[src/rtl/axi_rw_split_tracked.sv]
// Splits one AXI4 slave port into a read master (AR/R) and a write master (AW/W/B), 0-cycle paths.
// Outstanding bursts are limited per direction; W waits for an issued AW. AXI_RW_SPLIT_AX_SPILL_EN adds an AR/AW spill stage (+1 cycle).
package axi_rw_split_pkg;
   typedef struct packed {
      logic [3:0]  id;
      logic [31:0] addr;
      logic [7:0]  len;
      logic [2:0]  size;
      logic [1:0]  burst;
   } ax_chan_t;
   typedef struct packed {
      logic [31:0] data;
      logic [3:0]  strb;
      logic        last;
   } w_chan_t;
   typedef struct packed {
      logic [3:0] id;
      logic [1:0] resp;
   } b_chan_t;
   typedef struct packed {
      logic [3:0]  id;
      logic [31:0] data;
      logic [1:0]  resp;
      logic        last;
   } r_chan_t;
   typedef struct packed {
      ax_chan_t aw;
      logic     aw_valid;
      w_chan_t  w;
      logic     w_valid;
      logic     b_ready;
      ax_chan_t ar;
      logic     ar_valid;
      logic     r_ready;
   } req_t;
   typedef struct packed {
      logic    aw_ready;
      logic    ar_ready;
      logic    w_ready;
      logic    b_valid;
      b_chan_t b;
      logic    r_valid;
      r_chan_t r;
   } resp_t;
endpackage

`ifdef AXI_RW_SPLIT_AX_SPILL_EN
module axi_rw_split_spill #(
   parameter int unsigned W = 1
) (
   input  logic         clk_i,
   input  logic         rst_i,
   input  logic         in_vld,
   output logic         in_rdy,
   input  logic [W-1:0] in_dat,
   output logic         out_vld,
   input  logic         out_rdy,
   output logic [W-1:0] out_dat
);
   logic         a_full, b_full;
   logic [W-1:0] a_dat, b_dat;
   logic         a_fill, a_drain, b_fill, b_drain;

   assign in_rdy  = ~a_full | ~b_full;
   assign out_vld = a_full | b_full;
   assign out_dat = b_full ? b_dat : a_dat;
   assign a_fill  = in_vld & in_rdy;
   // A empties every cycle B is free: either straight out or parked in B.
   assign a_drain = a_full & ~b_full;
   assign b_fill  = a_drain & ~out_rdy;
   assign b_drain = b_full & out_rdy;

   always_ff @(posedge clk_i) begin
      if (rst_i) begin
         a_full <= 1'b0;
         b_full <= 1'b0;
         a_dat  <= '0;
         b_dat  <= '0;
      end else begin
         if (a_fill) begin
            a_full <= 1'b1;
            a_dat  <= in_dat;
         end else if (a_drain) begin
            a_full <= 1'b0;
         end
         if (b_fill) begin
            b_full <= 1'b1;
            b_dat  <= a_dat;
         end else if (b_drain) begin
            b_full <= 1'b0;
         end
      end
   end
endmodule
`endif

module axi_rw_split_tracked #(
   parameter type         axi_req_t    = axi_rw_split_pkg::req_t,
   parameter type         axi_resp_t   = axi_rw_split_pkg::resp_t,
   parameter int unsigned MaxReadTxns  = 8,
   parameter int unsigned MaxWriteTxns = 8,
   localparam int unsigned RdCntW      = $clog2(MaxReadTxns + 1),
   localparam int unsigned WrCntW      = $clog2(MaxWriteTxns + 1)
) (
   input  logic              clk_i,
   input  logic              rst_i,
   input  axi_req_t          slv_req_i,
   output axi_resp_t         slv_resp_o,
   output axi_req_t          mst_read_req_o,
   input  axi_resp_t         mst_read_resp_i,
   output axi_req_t          mst_write_req_o,
   input  axi_resp_t         mst_write_resp_i,
   output logic [RdCntW-1:0] rd_outstanding_o,
   output logic [WrCntW-1:0] wr_outstanding_o,
   input  logic              clr_err_i,
   output logic              err_o
);
   localparam int unsigned ArW = $bits(slv_req_i.ar);
   localparam int unsigned AwW = $bits(slv_req_i.aw);
   localparam logic [RdCntW-1:0] RdMax = RdCntW'(MaxReadTxns);
   localparam logic [WrCntW-1:0] WrMax = WrCntW'(MaxWriteTxns);
   localparam logic [RdCntW-1:0] RdOne = RdCntW'(1);
   localparam logic [WrCntW-1:0] WrOne = WrCntW'(1);

   logic [RdCntW-1:0] rd_cnt;
   logic [WrCntW-1:0] wr_cnt, w_cred;
   logic              err;
   logic              rd_room, wr_room, w_open;
   logic [ArW-1:0]    ar_dat;
   logic [AwW-1:0]    aw_dat;
   logic              ar_vld, ar_rdy, aw_vld, aw_rdy, slv_ar_rdy, slv_aw_rdy;
   logic              ar_go, aw_go, w_go, ar_hs, aw_hs, r_last_hs, b_hs, w_last_hs, err_set;
   logic              unused_bits;

   assign rd_room = (rd_cnt < RdMax) & ~rst_i;
   assign wr_room = (wr_cnt < WrMax) & ~rst_i;
   assign w_open  = (w_cred != '0) & ~rst_i;

`ifdef AXI_RW_SPLIT_AX_SPILL_EN
   logic ar_in_rdy, aw_in_rdy;
   axi_rw_split_spill #(.W(ArW)) u_ar_spill (
      .clk_i(clk_i), .rst_i(rst_i),
      .in_vld(slv_req_i.ar_valid & ~rst_i), .in_rdy(ar_in_rdy), .in_dat(slv_req_i.ar),
      .out_vld(ar_vld), .out_rdy(ar_rdy), .out_dat(ar_dat)
   );
   axi_rw_split_spill #(.W(AwW)) u_aw_spill (
      .clk_i(clk_i), .rst_i(rst_i),
      .in_vld(slv_req_i.aw_valid & ~rst_i), .in_rdy(aw_in_rdy), .in_dat(slv_req_i.aw),
      .out_vld(aw_vld), .out_rdy(aw_rdy), .out_dat(aw_dat)
   );
   assign slv_ar_rdy = ar_in_rdy & ~rst_i;
   assign slv_aw_rdy = aw_in_rdy & ~rst_i;
`else
   assign ar_dat     = slv_req_i.ar;
   assign ar_vld     = slv_req_i.ar_valid;
   assign aw_dat     = slv_req_i.aw;
   assign aw_vld     = slv_req_i.aw_valid;
   assign slv_ar_rdy = ar_rdy;
   assign slv_aw_rdy = aw_rdy;
`endif

   assign ar_go     = ar_vld & rd_room;
   assign ar_rdy    = mst_read_resp_i.ar_ready & rd_room;
   assign aw_go     = aw_vld & wr_room;
   assign aw_rdy    = mst_write_resp_i.aw_ready & wr_room;
   assign w_go      = slv_req_i.w_valid & w_open;
   assign ar_hs     = ar_go & mst_read_resp_i.ar_ready;
   assign aw_hs     = aw_go & mst_write_resp_i.aw_ready;
   assign w_last_hs = w_go & mst_write_resp_i.w_ready & slv_req_i.w.last;
   assign r_last_hs = mst_read_resp_i.r_valid & slv_req_i.r_ready & mst_read_resp_i.r.last;
   assign b_hs      = mst_write_resp_i.b_valid & slv_req_i.b_ready;
   assign err_set   = mst_read_resp_i.b_valid | mst_write_resp_i.r_valid
                    | (r_last_hs & (rd_cnt == '0)) | (b_hs & (wr_cnt == '0));

   always_comb begin
      mst_read_req_o          = '0;
      mst_read_req_o.ar       = ar_dat;
      mst_read_req_o.ar_valid = ar_go;
      mst_read_req_o.r_ready  = slv_req_i.r_ready;

      mst_write_req_o          = '0;
      mst_write_req_o.aw       = aw_dat;
      mst_write_req_o.aw_valid = aw_go;
      mst_write_req_o.w        = slv_req_i.w;
      mst_write_req_o.w_valid  = w_go;
      mst_write_req_o.b_ready  = slv_req_i.b_ready;

      slv_resp_o          = '0;
      slv_resp_o.ar_ready = slv_ar_rdy;
      slv_resp_o.aw_ready = slv_aw_rdy;
      slv_resp_o.w_ready  = mst_write_resp_i.w_ready & w_open;
      slv_resp_o.r        = mst_read_resp_i.r;
      slv_resp_o.r_valid  = mst_read_resp_i.r_valid;
      slv_resp_o.b        = mst_write_resp_i.b;
      slv_resp_o.b_valid  = mst_write_resp_i.b_valid;
   end

   always_ff @(posedge clk_i) begin
      if (rst_i) begin
         rd_cnt <= '0;
         wr_cnt <= '0;
         w_cred <= '0;
         err    <= 1'b0;
      end else begin
         case ({ar_hs, r_last_hs})
            2'b10:   rd_cnt <= rd_cnt + RdOne;
            2'b01:   if (rd_cnt != '0) rd_cnt <= rd_cnt - RdOne;
            default: rd_cnt <= rd_cnt;
         endcase
         case ({aw_hs, b_hs})
            2'b10:   wr_cnt <= wr_cnt + WrOne;
            2'b01:   if (wr_cnt != '0) wr_cnt <= wr_cnt - WrOne;
            default: wr_cnt <= wr_cnt;
         endcase
         // A W-last handshake implies w_cred > 0, so only the increment needs a bound.
         case ({aw_hs, w_last_hs})
            2'b10:   if (w_cred != WrMax) w_cred <= w_cred + WrOne;
            2'b01:   w_cred <= w_cred - WrOne;
            default: w_cred <= w_cred;
         endcase
         if (err_set)        err <= 1'b1;
         else if (clr_err_i) err <= 1'b0;
      end
   end

   assign rd_outstanding_o = rd_cnt;
   assign wr_outstanding_o = wr_cnt;
   assign err_o            = err;

   assign unused_bits = ^{mst_read_resp_i.aw_ready, mst_read_resp_i.w_ready, mst_read_resp_i.b,
                          mst_write_resp_i.ar_ready, mst_write_resp_i.r};
endmodule
[config.mk]
export PLATFORM = sky130hd
export DESIGN_NAME = axi_rw_split_tracked
export DESIGN_NICKNAME = d
export VERILOG_FILES = /design/src/rtl/axi_rw_split_tracked.sv
export SDC_FILE = /design/constraint.sdc
export NUM_CORES = 1
export LEC_CHECK = 0
export CAP_MARGIN = 25
export CORE_AREA = 2 2 229 231
export CTS_BUF_LIST = sky130_fd_sc_hd__clkbuf_8
export DETAILED_ROUTE_END_ITERATION = 8
export DIE_AREA = 0 0 231 233
export PLACE_DENSITY = 0.42
export SETUP_SLACK_MARGIN = 0.4
export SLEW_MARGIN = 10
export SYNTH_ARGS = -nofsm -noshare
export SYNTH_HDL_FRONTEND = slang
export SYNTH_SLANG_ARGS = --single-unit
[constraint.sdc]
create_clock -name clk_i -period 6.51 [get_ports clk_i]
set_clock_uncertainty 0.2 [all_clocks]
set_input_delay 1.302 -clock clk_i [delete_from_list [all_inputs] [get_ports clk_i]]
set_output_delay 1.302 -clock clk_i [all_outputs]
set_load 0.05 [all_outputs]
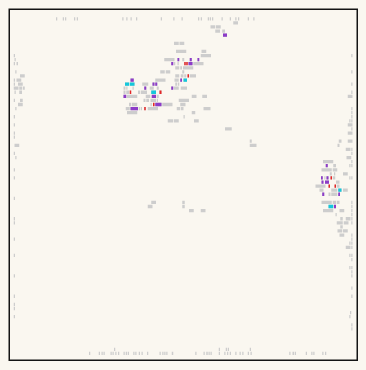
Fig. 1. Gate families picked out (run 1).
Scale: 1.5 px per um.
Key: red = inv cells [cells 10]; purple = aoi and oai cells [cells 24]; cyan = non-inverting ao/oa cells [cells 6]

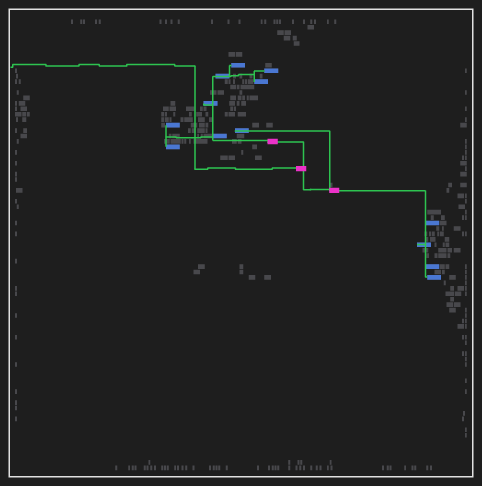
Fig. 2. Clock wires, drivers and flops (run 1).
Scale: 2 px per um.
Key: green = clock wires [length 572 um]; magenta = clock-net drivers [count 3]; blue = flip-flops [count 13]
There are 4 routed clock nets.

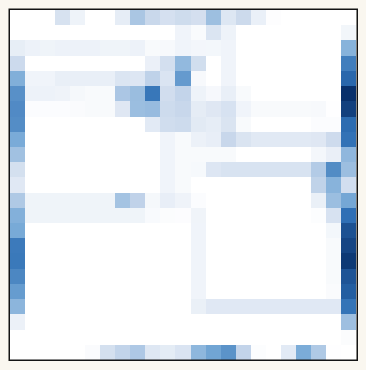
Fig. 3. Wiring heat map (run 1).
Scale: 1.5 px per um. 23 x 23 tiles, from white (low) to dark blue (high), scaled to the fullest tile. Values are wire area over tile area, all layers added.
The densest ninth of the die: top center. The fullest tile reaches 0.42. 5.1% of the tiles are over half the peak. 59% of the tiles are nearly empty.

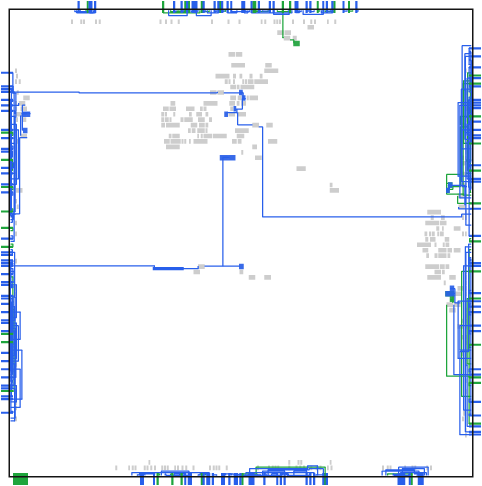
Fig. 4. Port wiring (run 1).
Scale: 2 px per um.
Key: blue = `slv_req_i` [direction input, edge 40 left, 36 bottom, 33 right, 31 top, end cells 14, wire 3580 um]; green = `mst_read_resp_i` [direction input, edge 15 bottom, 13 right, 13 top, 9 left, end cells 5, wire 838 um]

## run 1: worst max-delay path: stages
cell,delay (ns)
clkdlybuf4s50_1,0.67
nor2_1,0.41
and2_1,0.21
clkdlybuf4s50_1,0.81
## run 1: through the flow
stage	util, %	power, W
floorplan	-	0.000696
global placement	5.49	0.000375
detailed placement	5.49	0.000376
CTS	5.58	0.000471
global route	5.58	0.000487
finish	5.59	0.000459
## run 1: final cells by class
| cell class | instances | area [um^2] |
|---|---|---|
| diodes | 2 | 5.00 |
| clock buffers | 3 | 41.3 |
| clock inverters | 1 | 5.00 |
| fillers | 6062 | 48200 |
| inverters | 10 | 38.8 |
| multi-input cells | 241 | 1260 |
| flip-flops and latches | 13 | 260 |
| well taps | 680 | 851 |
| repair buffers | 40 | 393 |
## run 1: per-layer routing
layer	GRT usage, %	wire length, um	vias up
li1	-	-	695
met1	1.97	2110	698
met2	4.79	4130	255
met3	3.28	2120	105
met4	4.60	1380	2
met5	0	13	-
## run 1: final timing paths
kind                               startpoint                          endpoint  slack (ns)
max                                     rst_i               mst_write_req_o[52]        1.59
min reg2reg  wr_outstanding_o[0]$_SDFFE_PP0P_  wr_outstanding_o[0]$_SDFFE_PP0P_        0.31
max reg2reg  wr_outstanding_o[3]$_SDFFE_PP0P_            w_cred[3]$_SDFFE_PP0P_        3.77
min          wr_outstanding_o[0]$_SDFFE_PP0P_  wr_outstanding_o[0]$_SDFFE_PP0P_        0.31
## run 1: report_power, final
group,switching (W),internal (W)
logic,0.000242,0.0000403
registers,0.00000613,0.0000844
clock network,0.0000436,0.0000427
total,0.000292,0.000167
## run 1: sequential cells by signal (all words and copies together) (netlist names)
register,flops
rd_outstanding_o,4
w_cred,4
wr_outstanding_o,4
err_o,1
## run 1: logic make-up (layout without fill, tap and decap cells)
kind of cell / after synthesis / in the layout / share of synthesized area (%)
compound gates: 30 / 30 / 5.95
buf+inv: 343 / 54 / 71.6
flops: 13 / 13 / 7.37
other cells: 1 / 142 / 0.106
simple gates: 53 / 53 / 8.71
xor+xnor: 6 / 6 / 1.49
fa+ha+maj: 9 / 9 / 3.82
mux: 3 / 3 / 0.921
## run 1: layout by cell type, fill, tap and decap left out, drive strengths merged, types with 3 or more instances in the layout
| cell | n |
|---|---|
| dfxtp | 13 |
| buf | 3 |
| o21ai | 4 |
| nor3 | 6 |
| conb | 140 |
| nor2 | 7 |
| clkdlybuf4s50 | 37 |
| inv | 9 |
| xnor2 | 6 |
| nand3 | 11 |
| nor4 | 3 |
| and2 | 7 |
| fa | 3 |
| nand2 | 6 |
| a21oi | 12 |
| ha | 6 |
| clkbuf | 3 |
==> metrics.cfg, run 1 <==
[run_status]
status=complete, no violations

[global_route]
grt_pass1_vias=1462
gr-total-overflow=0
grt_pass1_wl_mm=11.6
grt_max_degree=16

[route]
via_count=1755
vias_per_cell=1.77
wl_per_cell_um=9.86
first_iter_violations=60

[yosys]
ys_ff=13
netlist_top_cells_area=buf_4 (70%), dfxtp_1 (7.4%), ha_1 (2.1%)
yosysCellCount=458
avgSynthCellArea_um2=7.71
largest_area_cell=buf_4
common_cells=buf_4 (329), dfxtp_1 (13), a21oi_1 (12)
netlist_area_um2=3530
ys_warn_count=0
yosys_area_um2=3530

[clock_tree]
post_cts_resized=0
holdBufCountCts=0
numClockSinks=13
cts_max_path_buffers=2
clk_pin_slew_ns=0.07

[finish]
layout-drive-gt1-share_pct=4.22

[timing]
hold-worst-slack_ns=0.312
rsz0062_at_grt=false
setup_viol=0
worst_pin_slew_ns=0.713
fin_setup_tns_ns=0
relSlewSlack_pct=52.1
fmax_mhz=203
drv_slew=0
finalCritPeriodShare_pct=75.5

[place]
place_area_um2=2810
place_congestion=0.629
placed_cells=984

[power_and_ir_drop]
p_per_area_nw_per_um2=161
ir_drop_v=0.0000441

[worst_setup_path]
arrival_ns=3.41
critPathRequiredTime_ns=5.01
startpoint_type=input pin
path_class=in -> out

[die]
io_pins=582

[run]
drv_cap=0

--- run 2 (diff from run 1) ---
--- a/config.mk
+++ b/config.mk
@@ -6,11 +6,11 @@
 export NUM_CORES = 1
 export LEC_CHECK = 0
 export CAP_MARGIN = 25
-export CORE_AREA = 2 2 229 231
+export CORE_AREA = 2 2 223 225
 export CTS_BUF_LIST = sky130_fd_sc_hd__clkbuf_8
 export DETAILED_ROUTE_END_ITERATION = 8
-export DIE_AREA = 0 0 231 233
-export PLACE_DENSITY = 0.42
+export DIE_AREA = 0 0 225 227
+export PLACE_DENSITY = 0.45
 export SETUP_SLACK_MARGIN = 0.4
 export SLEW_MARGIN = 10
 export SYNTH_ARGS = -nofsm -noshare
==> constraint.sdc (replaced) <==
create_clock -name clk_i -period 4.5 [get_ports clk_i]
set_clock_uncertainty 0.2 [all_clocks]
set_input_delay 0.9 -clock clk_i [delete_from_list [all_inputs] [get_ports clk_i]]
set_output_delay 0.9 -clock clk_i [all_outputs]
set_load 0.05 [all_outputs]
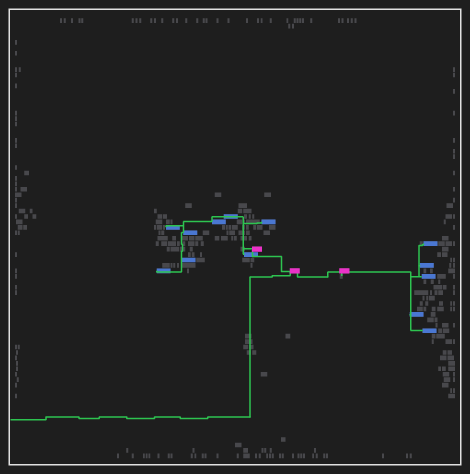
Fig. 5. Clock wires, drivers and flops (run 2).
Scale: 2 px per um.
Key: magenta = clock-net drivers [count 3]; green = clock wires [length 493 um]; blue = flip-flops [count 13]
There are 4 routed clock nets.

==> run 2 against run 1 <==
  * Synthesized cell count did not move
  * First-iteration DRC count fell by 50%
  * Hold slack improved by 0.0023 ns
  * Count of clock-buffer cells in the layout did not move
  * Via count fell by 0.63%
  * Die size fell by 5.1%
  * Clock power rose by 32%
  * Critical endpoint is now mst_read_req_o[1]
  * Synthesized area did not move
  * Flip-flop count did not move
  * Cell count fell by 5.8%
  * Largest power group unchanged
  * Highest routed layer unchanged
  * Non-clock buffer count rose by 2
==> metrics.cfg, run 2 <==
[worst_setup_path]
critPathTopFamily=buffers and inverters  ; unchanged
path_buffers=2  ; unchanged
critPathRequiredTime_ns=3.40  ; was 5.01 ns
arrival_ns=2.65  ; was 3.41 ns
path_class=in -> out  ; unchanged
worstPathCellList=clkdlybuf4s50_1 > nor2_1 > and2_1 > clkdlybuf4s50_1  ; unchanged

[clock_tree]
post_cts_resized=0  ; unchanged
numClockSinks=13  ; unchanged
cts_max_path_buffers=2  ; unchanged

[run_status]
status=complete, no violations  ; unchanged

[timing]
hold-worst-slack_ns=0.314  ; was 0.312 ns
worst_pin_slew_ns=0.669  ; was 0.713 ns
fin_setup_tns_ns=0  ; unchanged
setup_viol=0  ; unchanged
relSlewSlack_pct=54.8  ; was 52.1%

[yosys]
yosys_area_um2=3530  ; unchanged
netlist_top_cells_area=buf_4 (70%), dfxtp_1 (7.4%), ha_1 (2.1%)  ; unchanged
avgSynthCellArea_um2=7.71  ; unchanged
ys_ff=13  ; unchanged
common_cells=buf_4 (329), dfxtp_1 (13), a21oi_1 (12)  ; unchanged
netlist_area_um2=3530  ; unchanged

[route]
wl_met2_mm=3.99  ; was 4.13 mm
vias_per_cell=1.87  ; was 1.77
via_count=1744  ; was 1755
wl_met3_mm=2.02  ; was 2.12 mm

[global_route]
gr-total-overflow=0  ; unchanged
grt_max_degree=22  ; was 16
grt_pass1_wl_mm=10.8  ; was 11.6 mm

[run]
drv_cap=0  ; unchanged

[finish]
layout_top_cells=conb_1 (140), clkdlybuf4s50_1 (32), dfxtp_1 (13)  ; was conb_1 (140), clkdlybuf4s50_1 (37), dfxtp_1 (13)
lay_top_count=conb_1  ; unchanged

[power_and_ir_drop]
p_per_area_nw_per_um2=234  ; was 161 nW/um^2
ir_drop_v=0.0000615  ; was 0.0000441 V

[place]
place_congestion=0.684  ; was 0.629

-- run 2: cell count changes in the layout (fill, tap and decap cells not counted) --
cell,change
clkdlybuf4s50_1,-5
diode_2,-1
buf_4,+7
-- run 2: logic make-up after synthesis --
kind of cell	count (synthesis)	share of synthesized area, %
buffers and inverters	343	71.6
and+or+nand+nor	53	8.71
AOI/OAI and AO/OA	30	5.95
DFF	13	7.37
adders and majority gates	9	3.82
xor gates and xnor gates	6	1.49
muxes	3	0.921
other	1	0.106
-- run 2: worst reg2reg max path: cells and delay by family (launching register included) --
family | cells | cell delay (ns)
AOI/OAI and AO/OA | 4 | 0.88
DFF | 1 | 0.38
buffers and inverters | 1 | 0.08
and+or+nand+nor | 2 | 0.92
adders and majority gates | 1 | 0.32
-- run 2: power by group --
part,total [W],internal [W],switching [W]
logic,0.000405,0.0000574,0.000348
clock network,0.000114,0.0000615,0.0000522
registers,0.000132,0.000122,0.00000965
total,0.000651,0.000241,0.000409
-- run 2: final timing paths --
check	startpoint	to	slack [ns]	cells after the start
worst max-delay path	rst_i	mst_read_req_o[1]	0.75	4
worst min-delay path	wr_outstanding_o[2]$_SDFFE_PP0P_	wr_outstanding_o[2]$_SDFFE_PP0P_	0.31	2
worst max register to register	wr_outstanding_o[3]$_SDFFE_PP0P_	w_cred[3]$_SDFFE_PP0P_	1.67	8
worst min register to register	wr_outstanding_o[2]$_SDFFE_PP0P_	wr_outstanding_o[2]$_SDFFE_PP0P_	0.31	2
-- run 2: area by class of cell --
class / instances / share of cell area, %
multi-input cells: 241 / 45.4
well taps: 622 / 27.9
repair buffers: 42 / 14.2
flip-flops and latches: 13 / 9.34
clock buffers: 3 / 1.48
inverters: 10 / 1.39
clock inverters: 1 / 0.180
diodes: 1 / 0.0898
-- run 2: layer usage --
| metal | up-vias | GRT usage (%) |
|---|---|---|
| met5 | - | 0 |
| met4 | 2 | 3.10 |
| met3 | 82 | 3.34 |
| met2 | 254 | 4.86 |
| met1 | 705 | 2.21 |
| li1 | 701 | - |
-- run 2: metrics by stage --
stage / std cells / area [um^2] / setup WS [ns] / total power, W
2_1_floorplan: 597 / 4060 / 1.40 / 0.00101
6_report: 933 / 2790 / 0.752 / 0.000651
5_1_grt: 932 / 2780 / 0.634 / 0.000690
4_1_cts: 932 / 2780 / 0.732 / 0.000663
3_3_place_gp: 928 / 2740 / 0.473 / 0.000541
3_5_place_dp: 928 / 2740 / 0.493 / 0.000542
Power figures rest on the tool's default switching activity, not on a simulated workload.
